**src/rtl/rob_pkg.sv**
```systemverilog
// Shared widths and the per-entry record of the reorder buffer.
package rob_pkg;
    localparam int ROB_WIDTH  = 5;
    localparam int AREG_WIDTH = 5;
    localparam int PREG_WIDTH = 7;
    localparam int ROB_DEPTH  = 2 ** ROB_WIDTH;

    typedef struct packed {
        logic                  valid;
        logic                  complete;
        logic                  has_dest;
        logic [AREG_WIDTH-1:0] areg;
        logic [PREG_WIDTH-1:0] pd_new;
        logic [PREG_WIDTH-1:0] pd_old;
    } rob_entry_t;
endpackage

```
**src/rtl/rob_ptr_ctrl.sv**
```systemverilog
// Head/tail/count bookkeeping for the reorder buffer, full/empty decode and
// the per-tag squash mask for a mispredict flush.
module rob_ptr_ctrl
    import rob_pkg::*;
(
    input  logic                 clk,
    input  logic                 reset_n,
    input  logic                 alloc_req,
    input  logic                 commit_valid,
    input  logic                 branch_mispredict,
    input  logic [ROB_WIDTH-1:0] flush_tag,
    output logic [ROB_WIDTH-1:0] head,
    output logic [ROB_WIDTH-1:0] tail,
    output logic                 alloc_accept,
    output logic                 rob_full,
    output logic                 rob_empty,
    output logic [ROB_DEPTH-1:0] squash_mask
);
    logic [ROB_WIDTH-1:0] head_reg, head_next;
    logic [ROB_WIDTH-1:0] tail_reg, tail_next;
    logic [ROB_WIDTH:0]   count_reg, count_next;
    logic                 squash_en;
    logic [ROB_WIDTH-1:0] squash_span;

    assign rob_full     = (count_reg == (ROB_WIDTH+1)'(ROB_DEPTH));
    assign rob_empty    = (count_reg == '0);
    assign alloc_accept = alloc_req && !rob_full && !branch_mispredict;
    assign squash_en    = branch_mispredict && (flush_tag != tail_reg);
    assign squash_span  = tail_reg - flush_tag;
    assign head         = head_reg;
    assign tail         = tail_reg;

    // A tag is squashed when its distance from flush_tag falls inside [flush_tag, tail).
    generate
        for (genvar gi = 0; gi < ROB_DEPTH; gi++) begin : g_mask
            logic [ROB_WIDTH-1:0] offset;
            assign offset          = ROB_WIDTH'(gi) - flush_tag;
            assign squash_mask[gi] = squash_en && (offset < squash_span);
        end
    endgenerate

    always_comb begin
        head_next  = head_reg + ROB_WIDTH'(commit_valid);
        tail_next  = tail_reg + ROB_WIDTH'(alloc_accept);
        count_next = count_reg + (ROB_WIDTH+1)'(alloc_accept) - (ROB_WIDTH+1)'(commit_valid);
        if (squash_en) begin
            tail_next  = flush_tag;
            count_next = {1'b0, flush_tag - head_reg} - (ROB_WIDTH+1)'(commit_valid);
        end
    end

    always_ff @(posedge clk or negedge reset_n) begin
        if (!reset_n) begin
            head_reg  <= '0;
            tail_reg  <= '0;
            count_reg <= '0;
        end else begin
            head_reg  <= head_next;
            tail_reg  <= tail_next;
            count_reg <= count_next;
        end
    end
endmodule

```
**src/rtl/reorder_buffer.sv**
```systemverilog
// In-order retirement buffer: dispatch fills at tail, writeback completes, head retires.
// Define ROB_COMMIT_BYPASS_EN to let a writeback to the head retire in the same cycle.
module reorder_buffer
    import rob_pkg::*;
(
    input  logic                  clk,
    input  logic                  reset_n,
    input  logic                  alloc_req,
    input  logic [ROB_WIDTH-1:0]  alloc_tag,
    input  logic                  alloc_has_dest,
    input  logic [AREG_WIDTH-1:0] alloc_areg,
    input  logic [PREG_WIDTH-1:0] alloc_pd_new,
    input  logic [PREG_WIDTH-1:0] alloc_pd_old,
    input  logic                  wb_valid,
    input  logic [ROB_WIDTH-1:0]  wb_tag,
    input  logic                  branch_mispredict,
    input  logic [ROB_WIDTH-1:0]  flush_tag,
    output logic                  rob_full,
    output logic                  rob_empty,
    output logic                  commit_valid,
    output logic [ROB_WIDTH-1:0]  commit_tag,
    output logic                  commit_has_dest,
    output logic [AREG_WIDTH-1:0] commit_areg,
    output logic [PREG_WIDTH-1:0] commit_pd_new,
    output logic [PREG_WIDTH-1:0] commit_pd_old
);
    rob_entry_t           entry_reg [ROB_DEPTH];
    rob_entry_t           head_entry;
    logic [ROB_WIDTH-1:0] head;
    logic [ROB_WIDTH-1:0] tail;
    logic                 alloc_accept;
    logic [ROB_DEPTH-1:0] squash_mask;
    logic                 wb_hit;

    rob_ptr_ctrl u_ptr_ctrl (
        .clk               (clk),
        .reset_n           (reset_n),
        .alloc_req         (alloc_req),
        .commit_valid      (commit_valid),
        .branch_mispredict (branch_mispredict),
        .flush_tag         (flush_tag),
        .head              (head),
        .tail              (tail),
        .alloc_accept      (alloc_accept),
        .rob_full          (rob_full),
        .rob_empty         (rob_empty),
        .squash_mask       (squash_mask)
    );

    assign head_entry = entry_reg[head];
    // Writebacks to dead entries, or to entries being squashed this cycle, are dropped.
    assign wb_hit     = wb_valid && entry_reg[wb_tag].valid && !squash_mask[wb_tag];

`ifdef ROB_COMMIT_BYPASS_EN
    assign commit_valid = head_entry.valid &&
                          (head_entry.complete || (wb_valid && (wb_tag == head)));
`else
    assign commit_valid = head_entry.valid && head_entry.complete;
`endif

    assign commit_tag      = head;
    assign commit_has_dest = head_entry.has_dest;
    assign commit_areg     = head_entry.areg;
    assign commit_pd_new   = head_entry.pd_new;
    assign commit_pd_old   = head_entry.pd_old;

    generate
        for (genvar gi = 0; gi < ROB_DEPTH; gi++) begin : g_entry
            always_ff @(posedge clk or negedge reset_n) begin
                if (!reset_n) begin
                    entry_reg[gi] <= '0;
                end else if (squash_mask[gi]) begin
                    entry_reg[gi].valid    <= 1'b0;
                    entry_reg[gi].complete <= 1'b0;
                end else if (alloc_accept && (tail == ROB_WIDTH'(gi))) begin
                    entry_reg[gi] <= '{valid: 1'b1, complete: 1'b0, has_dest: alloc_has_dest,
                                       areg: alloc_areg, pd_new: alloc_pd_new,
                                       pd_old: alloc_pd_old};
                end else if (commit_valid && (head == ROB_WIDTH'(gi))) begin
                    entry_reg[gi].valid    <= 1'b0;
                    entry_reg[gi].complete <= 1'b0;
                end else if (wb_hit && (wb_tag == ROB_WIDTH'(gi))) begin
                    entry_reg[gi].complete <= 1'b1;
                end
            end
        end
    endgenerate

    // The allocator's tag is advisory; tail is the authoritative write pointer.
    alloc_tag_matches_tail: assert property (@(posedge clk) disable iff (!reset_n)
        (alloc_req && !rob_full && !branch_mispredict) |-> (alloc_tag == tail));
endmodule

```
**config.mk**
```make
export PLATFORM = sky130hd
export DESIGN_NAME = reorder_buffer
export DESIGN_NICKNAME = d
export VERILOG_FILES = /design/src/rtl/rob_pkg.sv /design/src/rtl/rob_ptr_ctrl.sv /design/src/rtl/reorder_buffer.sv
export SDC_FILE = /design/constraint.sdc
export NUM_CORES = 1
export LEC_CHECK = 0
export ABC_AREA = 1
export CORE_ASPECT_RATIO = 0.5
export CORE_MARGIN = 3
export CORE_UTILIZATION = 30
export DETAILED_ROUTE_END_ITERATION = 8
export PLACE_DENSITY = 0.42
export SYNTH_ARGS = -nofsm -noshare
export SYNTH_HDL_FRONTEND = slang
export SYNTH_HIERARCHICAL = 1
export SYNTH_SLANG_ARGS = --single-unit
```
**constraint.sdc**
```tcl
create_clock -name clk -period 7.4 [get_ports clk]
set_input_delay 1.11 -clock clk [delete_from_list [all_inputs] [get_ports clk]]
set_output_delay 1.11 -clock clk [all_outputs]
set_load 0.01 [all_outputs]
```
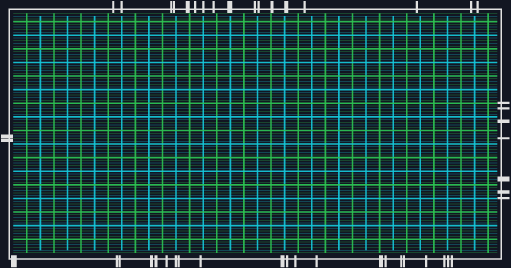
(run_1/power_grid.png)
(1 px per um) Pins as bars on the die edge.
Key: cyan = VDD; green = VSS
68 signal pins sit on the boundary. The core has 88 rows. 17 straps on met5.
Die Span Y: 248.3 um
area of the core: 0.1158 mm^2
VDD IR-drop max: 0.1395 mV
chip width: 490.6 um

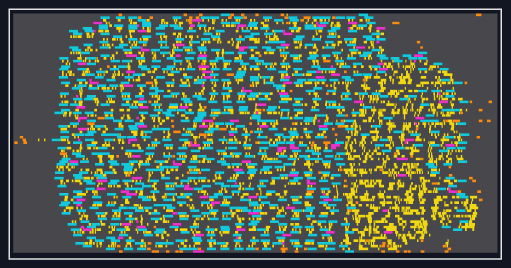
(run_1/placement_by_type.png)
(1 px per um) Fill, decap, tap and diode cells in grey.
Key: orange = other buffers and delay cells [cells 143, share of their area 3.7%]; cyan = flops [cells 720, share of their area 48%]; magenta = clock drivers and dummy loads [cells 135, share of their area 6.7%]; yellow = combinational and other logic [cells 3142, share of their area 42%]

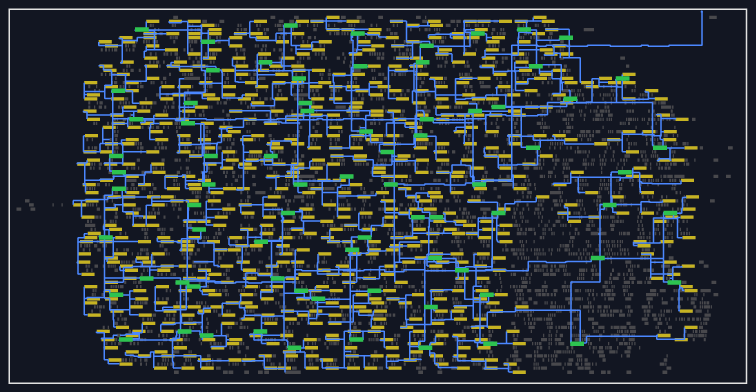
(run_1/clk_routes.png)
(1.5 px per um)
Key: yellow = flip-flops [count 720]; blue = clock wires [length 10900 um]; green = clock drivers [count 76]
There are 77 routed clock nets.
Clk network pwr share: 33.1%
total clock network power: 4.00 mW
Clk Latency, worst-skew pair: 0.66 ns

==> notes.md, run 1 <==
yosys + openroad results -> chip area 0.1218 mm^2, CTS tree built, xor/xnor share 0.6927%, Startpoint Class flip-flop, FP Util a little under a third, WP data arrival 4.67 ns, Crit path required time roughly 6.3 ns, Least-Margin Pin Slew 1.058 ns, Final Instance Area around 0.040 mm^2, Mapped Cells 4184, most common cell in the netlist nand2_1, global-route wire length before repair between 150000 and 200000 um, Slew Viols, Final 0, dpl cell area roughly 0.037 mm^2, tightest hold margin ~0.42 ns, fraction of registers with async set/reset 100.0%, yosys adder share 2.977%, MUX share of area 0%, relative max-transition margin slightly below 30%, # nets final 4205, DP HPWL ~80000 um, vias in the first global route ~28000, RePlAce Congestion ~0.88, total global-route track usage a little over a fifth, vias 29750, tally of buffers added on design ports 62, Post CTS Setup Buffer Count 0, Synth Seq Share about 50%, Final Hold Vio Count 0, Post-CTS Resized 0, RSZ-0062 raised after global routing no, max reg flops about 700, yosys simple share 18.04%, Area Overhead vs Synth 13.07%, CP endpoint kind output port, final-layout fill cell count 12100, initial antenna violation count 1, Synth Warn # 6, Final ANT Viol Nets 0, grt ovf 0, Most common cell on crit path a22oi_1, top cells, area dfrtp_1 51%, nand2_1 12%, o21ai_0 9.7%, a22oi_1 6.8%, a21oi_1 3.0%, I/O pins ~68, mapped cell area around 0.035 mm^2, DRC viols 0, OpenROAD warnings between 50 and 60, yosys synthesis chip area about 0.035 mm^2, Routed WL per cell 22.73 um, Max Clk Rate roughly 0.17 GHz, CP Cell Sequence nand2_2 -> inv_6 -> buf_12 -> a22oi_1 -> a21oi_1 -> nor3_1 -> a22oi_1 -> clkdlybuf4s50_1, leakage between 15 and 20 nW, largest net degree at the start of global routing about 160, worst-path fanout max ~73, CTS Root Cell clkbuf_16, Tot Pwr 12.11 mW, drt pass-1 iters 6, Synth Area in Compound Gates between 20% and 30%, layout cells sized above 1 under 10%, Num CTS Buffers approximately 76, Dominant comb cell AND-OR/OR-AND gates, outcome finished clean, Worst path slowest cell inv_6, site row count between 80 and 90, fin crit share 78.15%, peak per-stage delay on the critical path about 0.76 ns, max cap viols 0, 1st-iter DRT viols 2841, count of library flops with an enable pin 0, Final WS setup ~1.6 ns, syn avg cell area between 8 and 9 um^2, Bufs on Longest Clock Path 3, clock sink count 720, Unique masters post-synth between 40 and 50, Top-area cell share 51.15%, Tmin final approximately 5.8 ns, top cell type by total area after synthesis dfrtp_1, Seq cells post-synth approximately 720, final WL approximately 130000 um, Vias/cell 5.203, skew final 0.02261 ns, Pwr Density roughly 300 mW/mm^2, H-tree depth 3, WS Path Type flip-flop to output port, post-cts hold buffer count 0, worst hold path type input port to asynchronous set/reset pin, CTS clk-pin slew, worst paths about 0.06 ns, Fin Setup TNS 0 ns, top cells by count 1141 x nand2_1, 720 x dfrtp_1, 685 x o21ai_0, 318 x a22oi_1, 224 x clkbuf_1, yosys cell count about 4200, final tally of setup violations 0, Top FF cell, synth dfrtp_1, dpl ws approximately 1.4 ns, Syn Nets about 4300
-- run 1: cells by family (layout without fill, tap and decap cells) --
family	count (synthesis)	in the layout
simple gates	1553	1553
compound gates	1263	1263
flops	720	720
buf+inv	539	495
fa+ha+maj	82	82
xor+xnor	27	27
other cells	0	3
-- run 1: per-stage QoR --
stage	std cells	utilization [%]
2_1_floorplan	4184	-
3_3_place_gp	5580	32.19
3_5_place_dp	5580	32.19
4_1_cts	5715	34.38
5_1_grt	5715	34.38
6_report	5718	34.38
-- run 1: worst paths after layout --
check                              startpoint                       to  slack (ns)  cells past startpoint
min in group clk                entry_reg[59]            entry_reg[59]        0.48                      2
max                        u_ptr_ctrl/head[0]         commit_pd_old[3]        1.62                      8
max in group asynchronous             reset_n       u_ptr_ctrl/head[4]        5.41                      2
max reg2reg                u_ptr_ctrl/head[1]  u_ptr_ctrl/count_reg[4]        2.22                     20
min                                   reset_n           entry_reg[593]        0.42                      1
min reg2reg                     entry_reg[59]            entry_reg[59]        0.48                      2
-- run 1: layout make-up --
class / instances / area (um^2) / area share [%]
timing repair buffer: 143 / 1409 / 3.538
inverter: 217 / 834.6 / 2.096
clock buffer: 109 / 2166 / 5.438
antenna: 3 / 7.507 / 0.01885
multi-input combinational: 2925 / 15050 / 37.80
clock inverter: 26 / 366.6 / 0.9205
sequential: 720 / 18020 / 45.24
tap: 1575 / 1971 / 4.948
-- run 1: power by group --
part | internal, mW | switching, mW | total (mW)
clock network | 2.29 | 1.71 | 4.00
registers | 4.90 | 0.525 | 5.42
logic | 1.06 | 1.62 | 2.68
total | 8.25 | 3.86 | 12.1
-- run 1: worst max-delay path: cells and delay by family (launching register included) --
kind,cells,cell delay [ns]
buffers and inverters,3,1.71
AND/OR/NAND/NOR,2,0.59
flip-flops,1,0.73
AND-OR/OR-AND,3,0.81
-- run 1: cells in the final DEF (no fill, tap or decap), drive strengths merged, types with 2 or more instances in the layout --
cell type / instances
diode: 3
nor3: 38
nor4: 6
a221oi: 6
nand3b: 3
ha: 79
nor2: 151
or2: 30
nand3: 167
xnor2: 11
clkdlybuf4s50: 61
o21ai: 699
inv: 217
o21bai: 2
xor2: 16
nand4: 10
o21a: 8
a22oi: 318
clkinv: 18
o31ai: 4
buf: 82
nand2: 1147
clkbuf: 109
a21o: 2
fa: 3
bufinv: 7
dfrtp: 720
a21oi: 222
-- run 1: metal layers --
layer / share of wire (%) / track usage [%] / up-vias
li1: - / - / 13860
met1: 50 / 31.86 / 14930
met2: 43 / 31.76 / 821
met3: 5.4 / 3.430 / 138
met4: 1.7 / 4.051 / 0
met5: 0 / 0 / -
==> inputs of run 2 (changes only) <==
==> constraint.sdc (replaced) <==
create_clock -name clk -period 5.9 [get_ports clk]
set_input_delay 0.885 -clock clk [delete_from_list [all_inputs] [get_ports clk]]
set_output_delay 0.885 -clock clk [all_outputs]
set_load 0.01 [all_outputs]
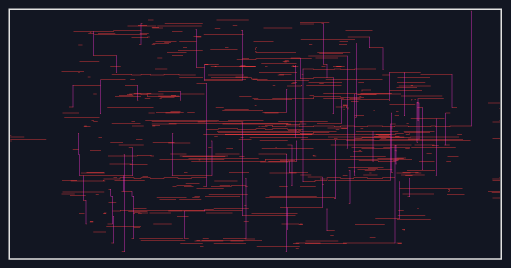
(run_2/wires.png)
(1 px per um) Only two layers are drawn.
Key: magenta = metal 4 [wire length 2690 um]; red = metal 3 [wire length 9650 um]

==> run 2 against run 1 <==
Compared with the run above: synthesized cell count unchanged; core utilization up 0.11 points; register-to-register slack worse by 1.2 ns; critical path type unchanged; largest cell class unchanged.
==> notes.md, run 2 <==
yosys + openroad results -> yosys synthesis chip area about 0.035 mm^2, DRC viols 0, Seq cells post-synth approximately 720, FF-to-FF path depth 19, Post CTS Setup Buffer Count 0, Startpoint Class flip-flop, chip width a little under 500 um, worst r2r dst u_ptr_ctrl/count_reg[4], worst-path fanout max roughly 41, WP data arrival around 4.4 ns, final tally of setup violations 0, FP Util a little over 30%, Power Internal between 10 and 15 mW, top cells by count 1141 x nand2_1, 720 x dfrtp_1, 685 x o21ai_0, 318 x a22oi_1, 224 x clkbuf_1, Tmin final roughly 5.3 ns, Top Layout Cells 1140 x nand2_1, 719 x dfrtp_1, 685 x o21ai_0, Fin Setup TNS 0 ns, Commonest Layout Cell nand2_1, largest net degree at the start of global routing between 100 and 150, Post-CTS Resized 0, mapped cell area between 0.03 and 0.04 mm^2, Clk network pwr share ~32%, Routed WL per cell ~23 um, dpl ws approximately 0.62 ns, drt pass-1 iters 7, Syn Nets around 4300, Top-area cell share about half, yosys simple share 18.04%, initial antenna violation count 2, total global-route track usage between 20% and 30%, clock sink count ~700, MUX share of area 0%, Psw 4.860 mW, chip area ~0.12 mm^2, Area Overhead vs Synth 13.42%, outcome finished clean, WS Path Type flip-flop to output port, OpenROAD warnings around 50, Num CTS Buffers between 70 and 80, grt ovf 0, Crit path required time approximately 5.0 ns, Die Span Y roughly 250 um, final-layout fill cell count 12210, Sw Share about a third, most common cell in the netlist nand2_1, Final ANT Viol Nets 0, Least-Margin Pin Slew between 0.9 and 1 ns, CTS clk-pin slew, worst paths ~0.060 ns, Vias/cell 5.209, Top FF cell, synth dfrtp_1, Synth Warn # 6, tightest hold margin roughly 0.24 ns, I/O pins 68, Synth Seq Share 51.15%, yosys adder share slightly below 3%, count of library flops with an enable pin 0, site row count 88, Unique masters post-synth approximately 48, sequential cell area between 0.015 and 0.02 mm^2, Mapped Cells 4184, final WL between 100000 and 150000 um, Bufs on Longest Clock Path 3, post-cts hold buffer count 0, fin crit share between 90% and 100%, Logic pwr share between 20% and 30%, vias roughly 30000, Max Clk Rate about 0.19 GHz, global-route wire length before repair between 150000 and 200000 um, RSZ-0062 raised after global routing no, Slew Viols, Final 0, area of the core about 0.12 mm^2, xor/xnor share less than 1%, Sequential Power Share around 45%, RePlAce Congestion 0.8744
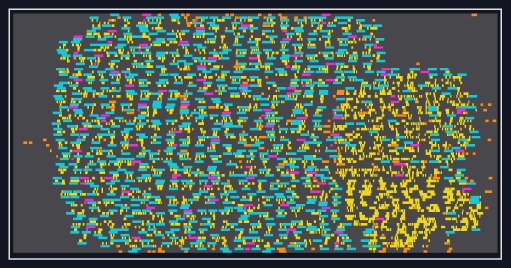
(run_2/placement_by_type.png)
(1 px per um) Fill, decap, tap and diode cells in grey.
Key: magenta = clock drivers and dummy loads [cells 131, share of their area 6.3%]; orange = other buffers and delay cells [cells 162, share of their area 4.4%]; yellow = combinational and other logic [cells 3142, share of their area 42%]; cyan = flops [cells 720, share of their area 47%]

-- run 2: cell counts after synthesis --
No cell type changed its count.
-- run 2: how the worst max path moves through the flow --
stage / depth (start not counted) / endpoint / slack, ns / startpoint
finish: 9 / commit_pd_new[3] / 0.59 / u_ptr_ctrl/head[1]
global route: 9 / commit_pd_new[3] / 0.43 / u_ptr_ctrl/head[1]
CTS: 9 / commit_pd_new[3] / 0.55 / u_ptr_ctrl/head[1]
detailed placement: 26 / entry_reg[306] / 0.62 / flush_tag[0]
global placement: 26 / entry_reg[680] / 0.63 / flush_tag[0]
floorplan: 26 / entry_reg[570] / 1.90 / flush_tag[3]
-- run 2: logic make-up after synthesis --
family	after synthesis
buffers and inverters	539
DFF	720
and+or+nand+nor	1553
adders and majority gates	82
xor gates and xnor gates	27
AOI/OAI and AO/OA	1263
-- run 2: worst max-delay path: stages (launching register included) --
cell	delay (ns)
dfrtp_1	0.71
inv_4	0.21
nor2_4	0.67
buf_4	0.66
a22oi_1	0.16
a21oi_1	0.17
or2_1	0.19
nor3_1	0.07
o21ai_1	0.27
clkdlybuf4s50_1	0.61
-- run 2: area by class of cell --
type	instances	area share, %
Multi-Input combinational cell	2925	37.69
Clock inverter	22	0.5293
Timing Repair Buffer	162	4.166
Inverter	217	2.089
Sequential cell	720	45.10
Tap cell	1575	4.933
Antenna cell	2	0.01253
Clock buffer	109	5.472
-- run 2: stage by stage --
stage	total power [mW]	std cells	cell area, um^2	utilization, %
6_report	15.02	5732	39950	34.49
5_1_grt	16.01	5730	39940	34.48
4_1_cts	15.17	5730	39940	34.48
3_5_place_dp	10.29	5599	37550	32.41
3_3_place_gp	10.18	5599	37550	32.41
2_1_floorplan	9.026	4184	35220	-
-- run 2: power by group through the flow --
stage / Clock (mW) / Sequential (mW) / Combinational, mW
floorplan: 0 / 6.70 / 2.33
global placement: 0 / 6.82 / 3.36
detailed placement: 0 / 6.86 / 3.43
CTS: 4.95 / 6.78 / 3.44
global route: 5.16 / 6.93 / 3.92
finish: 4.82 / 6.80 / 3.41
-- run 2: per-layer routing --
layer | track usage, % | vias to the layer above | share of wire, %
met5 | 0 | - | 0
met4 | 4.695 | 0 | 2.0
met3 | 4.836 | 150 | 7.2
met2 | 31.69 | 971 | 41
met1 | 32.48 | 14830 | 49
li1 | - | 13910 | -
No activity file was given, so power comes from the tool's default toggle rates.
